[config.mk]
export PLATFORM = sky130hd
export DESIGN_NAME = universal_counter_param
export DESIGN_NICKNAME = d
export VERILOG_FILES = /design/src/rtl/universal_counter_param.sv
export SDC_FILE = /design/constraint.sdc
export NUM_CORES = 1
export LEC_CHECK = 0
export ABC_AREA = 1
export CAP_MARGIN = 25
export CORE_MARGIN = 1.5
export CORE_UTILIZATION = 52
export CTS_CLUSTER_SIZE = 16
export DETAILED_ROUTE_END_ITERATION = 12
export PLACE_DENSITY = 0.81
export SLEW_MARGIN = 20
export SYNTH_ARGS = -nofsm -noshare
export SYNTH_HDL_FRONTEND = slang
export SYNTH_SLANG_ARGS = --single-unit
[constraint.sdc]
create_clock -name clk -period 1.8 [get_ports clk]
set_input_delay 0.27 -clock clk [delete_from_list [all_inputs] [get_ports clk]]
set_output_delay 0.27 -clock clk [all_outputs]
set_load 0.005 [all_outputs]
[src/rtl/universal_counter_param.sv]
// Parametrised up/down modulo counter with clear, clamped load, tick flags and wrap pulse; UNIVERSAL_COUNTER_SATURATE_EN turns wrap-around into saturation.
// Latency: one clock from sampled control to q/wrap; no backpressure, the counter accepts a control set every cycle.
module universal_counter_param #(
    parameter int unsigned     WIDTH = 16,
    parameter longint unsigned MOD   = 0
) (
    input  logic             clk,
    input  logic             rst,
    input  logic             en,
    input  logic             up,
    input  logic             syn_clr,
    input  logic             load,
    input  logic [WIDTH-1:0] d,
    output logic [WIDTH-1:0] q,
    output logic             max_tick,
    output logic             min_tick,
    output logic             wrap
);

    // Computed in 64 bits so MOD == 2^32 with WIDTH == 32 stays exact.
    localparam logic [63:0]      TOP_L = (MOD == 64'd0) ? ((64'd1 << WIDTH) - 64'd1) : (MOD - 64'd1);
    localparam logic [WIDTH-1:0] TOP   = TOP_L[WIDTH-1:0];
    localparam logic [WIDTH-1:0] ONE   = {{(WIDTH-1){1'b0}}, 1'b1};

    logic [WIDTH-1:0] cnt_q, cnt_d;
    logic             wrap_q, wrap_d;
    logic             at_top, at_zero;

    assign at_top  = (cnt_q == TOP);
    assign at_zero = (cnt_q == '0);

    always_comb begin
        cnt_d  = cnt_q;
        wrap_d = 1'b0;
        if (syn_clr) begin
            cnt_d = '0;
        end else if (load) begin
            cnt_d = (d > TOP) ? TOP : d;
        end else if (en) begin
            if (up) begin
`ifdef UNIVERSAL_COUNTER_SATURATE_EN
                cnt_d = at_top ? TOP : (cnt_q + ONE);
`else
                cnt_d  = at_top ? '0 : (cnt_q + ONE);
                wrap_d = at_top;
`endif
            end else begin
`ifdef UNIVERSAL_COUNTER_SATURATE_EN
                cnt_d = at_zero ? '0 : (cnt_q - ONE);
`else
                cnt_d  = at_zero ? TOP : (cnt_q - ONE);
                wrap_d = at_zero;
`endif
            end
        end
    end

    always_ff @(posedge clk or negedge rst) begin
        if (!rst) begin
            cnt_q  <= '0;
            wrap_q <= 1'b0;
        end else begin
            cnt_q  <= cnt_d;
            wrap_q <= wrap_d;
        end
    end

    assign q        = cnt_q;
    assign wrap     = wrap_q;
    assign max_tick = at_top;
    assign min_tick = at_zero;

endmodule

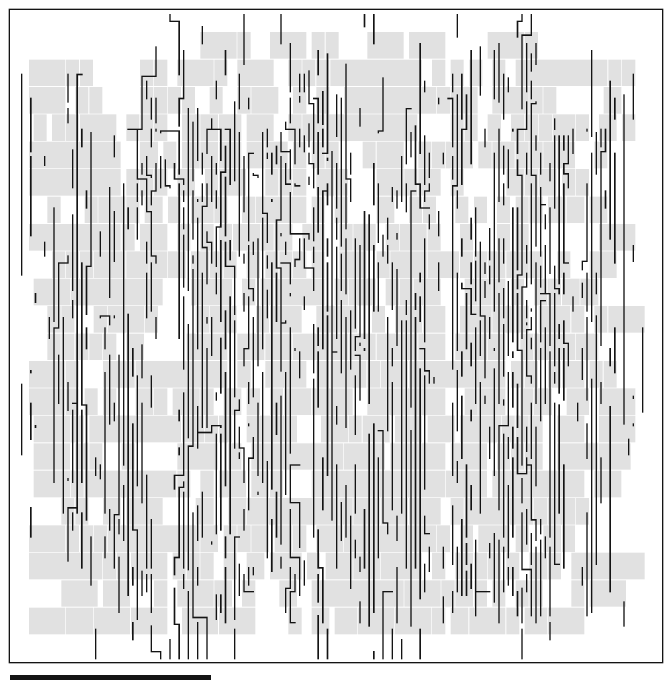
Run 1: signal wires on met2
Bar = 20 um. Cells faint in the background.
main direction: vertical
longest straight run: 43.5 um
Via Count: 2480
met2 Use GR: 54.9%

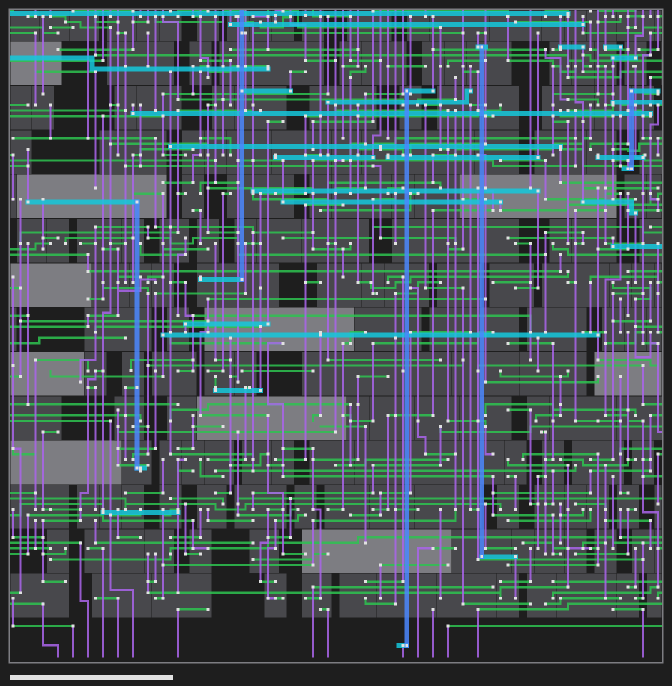
Run 1: zoomed window
Bar = 10 um. Window x 12 to 52, y 0 to 40 um. Cells in grey, sequential cells in the stronger grey; small squares are vias.
legend:
  cyan:
    layer: metal 3
  blue:
    layer: metal 4
  purple:
    layer: metal 2
  green:
    layer: metal 1
most frequent: nand2_1 (44), buf_4 (22), nor2_1 (20)
netlist names of flops here include: q (6), wrap (1)
cells with their middle in the window: 174
sequential cells in the window: 7

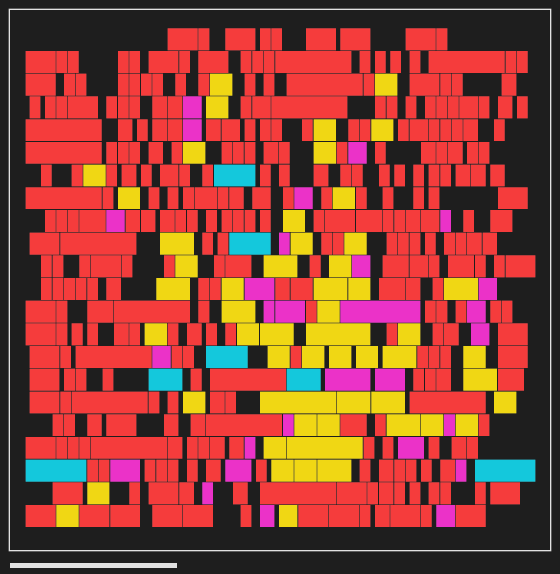
Run 1: cell sizes after repair
Bar = 20 um.
legend:
  magenta:
    size: _2 cells
    cells: 28
  cyan:
    size: _6 and larger
    cells: 7
  red:
    size: _0 and _1 cells
    cells: 328
  yellow:
    size: _3 and _4 cells
    cells: 54
nonclk buf count: 81
design area: 2810 um2
Area Growth Syn to Fin: 42.0%
final worst setup slack: 0.0207 ns

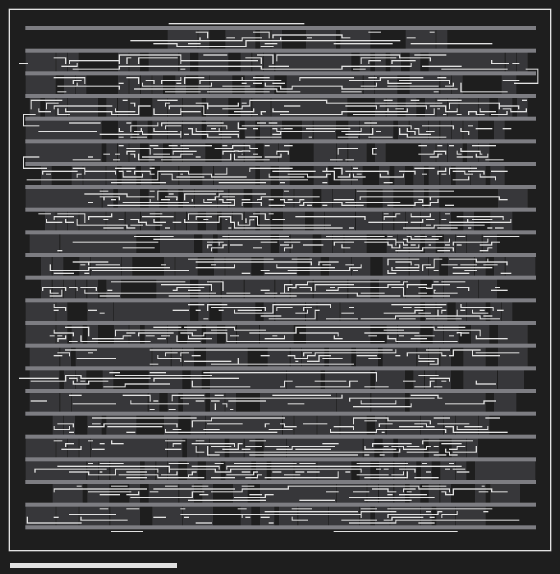
Run 1: met1 routing
Bar = 20 um. Supply wires on this layer in grey. Cells faint in the background.
nets with wire on the layer: 404
share of all routed wire: 44%
met1 GRT Util: 44.3%
final wirelength: 6750 um

-- run 1: kinds of logic (layout without fill, tap and decap cells) --
kind of cell	count (synthesis)	count (layout)	synth area share (%)
AOI/OAI and AO/OA	33	33	9.16
xor gates and xnor gates	7	7	3.10
adders and majority gates	3	3	1.90
buffers and inverters	45	115	10.7
DFF	17	17	21.5
and+or+nand+nor	242	242	53.7
-- run 1: cell type report --
type,instances,area [um2]
Multi-Input combinational cell,285,1430
Fill cell,300,848
Timing Repair Buffer,81,734
Sequential cell,17,427
Inverter,30,115
Tap cell,48,60.1
Clock buffer,4,45.0
-- run 1: metrics by stage --
step	TNS (ns)	cell area, um2	util (%)	total power [mW]
3_3_place_gp	0	2630	71.8	1.14
4_1_cts	-0.00897	2720	74.3	1.47
5_1_grt	-0.0759	2810	76.8	1.64
6_report	0	2810	76.8	1.55
2_1_floorplan	0	1980	-	0.844
3_5_place_dp	0	2630	71.8	1.16
-- run 1: synth_stat cells, types with 6 or more instances --
| library cell | n | area (um2) |
|---|---|---|
| dfrtp_1 | 17 | 425 |
| nor2_1 | 68 | 255 |
| inv_1 | 23 | 86.3 |
| inv_2 | 7 | 26.3 |
| o21ai_0 | 7 | 35.0 |
| buf_2 | 9 | 45.0 |
| nand2_1 | 125 | 469 |
| nand4_1 | 8 | 50.1 |
| o21ai_1 | 16 | 80.1 |
| nand3_1 | 20 | 100 |
| nor2_4 | 6 | 67.6 |
-- run 1: how the worst max path moves through the flow --
stage	to	depth (start not counted)
final	max_tick	7
after global routing	max_tick	7
after CTS	min_tick	8
after detailed placement	min_tick	7
after global placement	min_tick	7
after floorplan	q[10]$_DFFE_PN0P_	11
-- run 1: sequential cells by signal (all words and copies together), names as in the netlist --
signal,flops
wrap,1
q,16
==> summary.txt, run 1 <==
fresh numbers from the pnr run: share of power burned in registers 29.7%, Core Area between 3000 and 4000 um2, final tally of max-slew violations 0, met3 Use GR between 6 and 7%, critical path launch point q[0]$_DFFE_PN0P_, IO buf count 40, Worst Path Max Fanout 3, fraction of registers with async set/reset 100%, Crit. End Element output port, R2R setup slack 0.02 ns, met2 wire len 3170 um, I/O Pins 41, Post-Place Cells about 460, switch share 39.6%, hold slack 0.339 ns, FP Core Util 54.1%, GRT Resource Usage Total 33.2%, wire length per cell 14.5 um, antenna violations before repair 0, yosys stat area 1980 um2, OpenROAD warning count 30, most frequent cells in the layout 123 x nand2_1, 62 x nor2_1, 38 x clkdlybuf4s50_1, Max stage delay on crit path 0.37 ns, startpoint types register, largest net degree at the start of global routing 33, Post-synth EDFFs 0, grt ovf 0, Comb pwr share about half, max_slew headroom a little over 80%, cts-stage hold buffer count 0, Layout Skew 0.00338 ns, CTS clk-pin slew, worst paths about 0.07 ns, Final min period 1.78 ns, Root Driver clkbuf_8, Top Usage Layer GRT met2, Avg Inst Size Synth 5.71 um2, Clock Power 0.300 mW, CTS-repair resized insts 11, sequential logic power 0.461 mW, Pre-antenna DRT Iters 5, status completed, Synth Seq Share 21.5%, max frequency ~0.56 GHz, setup bufs post-CTS 3, crit share post-route 98.9%, critical path type register to output port, Seq cells post-synth 17, Cell Type Count 30, Die Size 4190 um2, Sw Pwr 0.616 mW, H-tree depth 1, Logic power comb 0.793 mW, Netlist Area Pre-Place 1980 um2, delay-heaviest family, CP buffers and inverters, DRT met1 WL 3000 um, Buf/Inv on CP 3, CTS Buffer Depth 2, clk latency late pin 0.26 ns, DIE HEIGHT 64.7 um, fin cells between 400 and 500, FF-to-FF Start q[0]$_DFFE_PN0P_
==> run 1 -> run 2 <==
Settings changed: ABC_CLOCK_PERIOD_IN_PS set to 1800, CORE_UTILIZATION 52 to 50, PLACE_DENSITY 0.81 to 0.78.
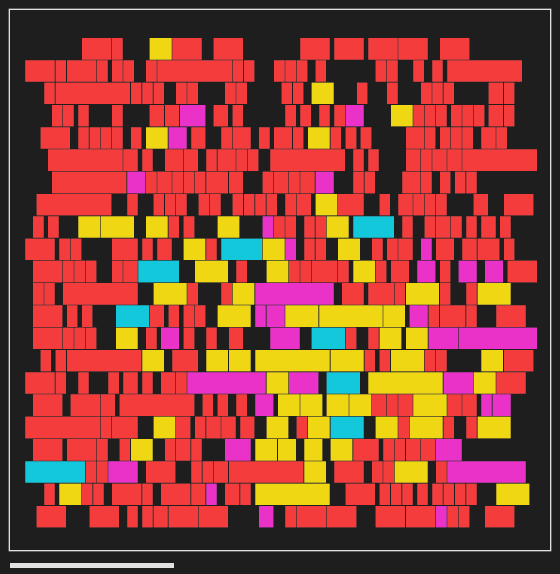
Run 2: cell sizes after repair
Bar = 20 um.
legend:
  cyan:
    size: _6 and larger
    cells: 8
  yellow:
    size: _3 and _4 cells
    cells: 59
  magenta:
    size: _2 cells
    cells: 32
  red:
    size: _0 and _1 cells
    cells: 320

==> summary.txt, run 2 <==
fresh numbers from the pnr run: Filler cells 327, Buf/Inv on CP 4, final setup violation count 0, Gate Area around 1500 um2, Post-synth top cells 125 x nand2_1, 68 x nor2_1, 23 x inv_1, setup TNS 0 ns, design area between 2000 and 3000 um2, Synth Net Count 372, crit share post-route 98.5%, cts-stage hold buffer count 0, delay-heaviest family, CP flip-flops, clk latency late pin 0.27 ns, CTS Buffer Depth 2, met2 Use GR 55.4%, Root Driver clkbuf_8, Top Usage Layer GRT met2, final worst setup slack 0.0272 ns, Layout Skew 0.00370 ns, Cell Pwr Density 555 nW/um2, max FFs per register 16, met1 GRT Util a little under half, fraction of registers with async set/reset 100%, I/O Pins roughly 40, fin cells 467, Die Size roughly 4300 um2, R2R setup slack 0.06 ns, wire length per cell 14.8 um, Core Area 3740 um2, ranking of synthesized cells by area nand2_1 24%, dfrtp_1 21%, nor2_1 13%, nand3_1 5.1%, inv_1 4.4%, Post-DP HPWL slightly below 5000 um, largest net degree at the start of global routing 33, final core utilization between 70% and 80%, critical path type register to output port, Worst Tran Pin Value around 0.29 ns, area leader, netlist nand2_1, Area Growth Syn to Fin 44.5%, Crit. End Element output port, critical path launch point q[0]$_DFFE_PN0P_, yosys stat area 1980 um2, register area between 400 and 500 um2, most frequent cells in the layout 121 x nand2_1, 62 x nor2_1, 38 x clkdlybuf4s50_1, 38 x buf_4, 21 x inv_1, Via Count 2518, Synth top cell by count nand2_1, CP Depth 8, Max stage delay on crit path 0.44 ns, antenna violations before repair 0, CTS clk-pin slew, worst paths ~0.090 ns, Seq cells post-synth 17, status completed, FF-to-FF Start q[3]$_DFFE_PN0P_, Worst Path Max Fanout 3, Final min period around 1.8 ns, grt ovf 0, Synth top area share 23.7%, DIE HEIGHT between 60 and 70 um, Pre-antenna DRT Iters 5, Netlist Area Pre-Place just under 2000 um2, FP Core Util 52.9%, startpoint types register, max_slew headroom 80.5%, met3 Use GR between 4 and 5%, crit path capture min_tick, Post-synth EDFFs 0, hold slack 0.339 ns, GRT Resource Usage Total 33.5%, Post-Place Cells 456, max frequency 0.564 GHz, total chip power 1.59 mW, final wirelength ~7000 um, IO buf count 40
==> run 2: layer usage <==
| layer | vias up | wire, um |
|---|---|---|
| li1 | 1230 | - |
| met1 | 1167 | 3110 |
| met2 | 113 | 3260 |
| met3 | 8 | 484 |
| met4 | 0 | 46 |
| met5 | - | 0 |
==> run 2: power by group <==
part / internal [mW] / total [mW] / switching [mW] / leakage (nW)
Clock: 0.157 / 0.331 / 0.174 / 0.0217
Sequential: 0.418 / 0.471 / 0.0529 / 0.214
Combinational: 0.363 / 0.786 / 0.423 / 1.15
==> run 2: timing repair <==
item                                    CTS  global route
cloned                                    0             0
pin swaps                                10            13
gates resized                            25            22
setup buffers                             6             4
endpoints found under the setup margin    2            17
==> run 2: worst min-delay path by stage <==
stage	from	end	slack (ns)	cells after the start
detailed placement	q[9]$_DFFE_PN0P_	q[9]$_DFFE_PN0P_	0.54	2
CTS	rst	q[4]$_DFFE_PN0P_	0.34	2
floorplan	rst	q[0]$_DFFE_PN0P_	-0.03	0
global route	rst	q[4]$_DFFE_PN0P_	0.37	2
global placement	q[9]$_DFFE_PN0P_	q[9]$_DFFE_PN0P_	0.52	2
finish	rst	q[4]$_DFFE_PN0P_	0.34	2
==> run 2: cells by family (layout without fill, tap and decap cells) <==
family                   Yosys count  after routing  synth area share, %
AND-OR/OR-AND                     33             33                 9.16
XOR/XNOR                           7              7                 3.10
adder cells (fa/ha/maj)            3              3                 1.90
buffers and inverters             45            117                 10.7
flip-flops                        17             17                 21.5
AND/OR/NAND/NOR                  242            242                 53.7
==> run 2: cell type report <==
cell class                 instances  share of cell area (%)
multi-input combinational        285                    51.0
tap                               48                    2.10
clock inverter                     1                   0.262
sequential                        17                    15.0
clock buffer                       3                    1.44
timing repair buffer              83                    26.0
inverter                          30                    4.11
Power is estimated from default activity; no workload was simulated.
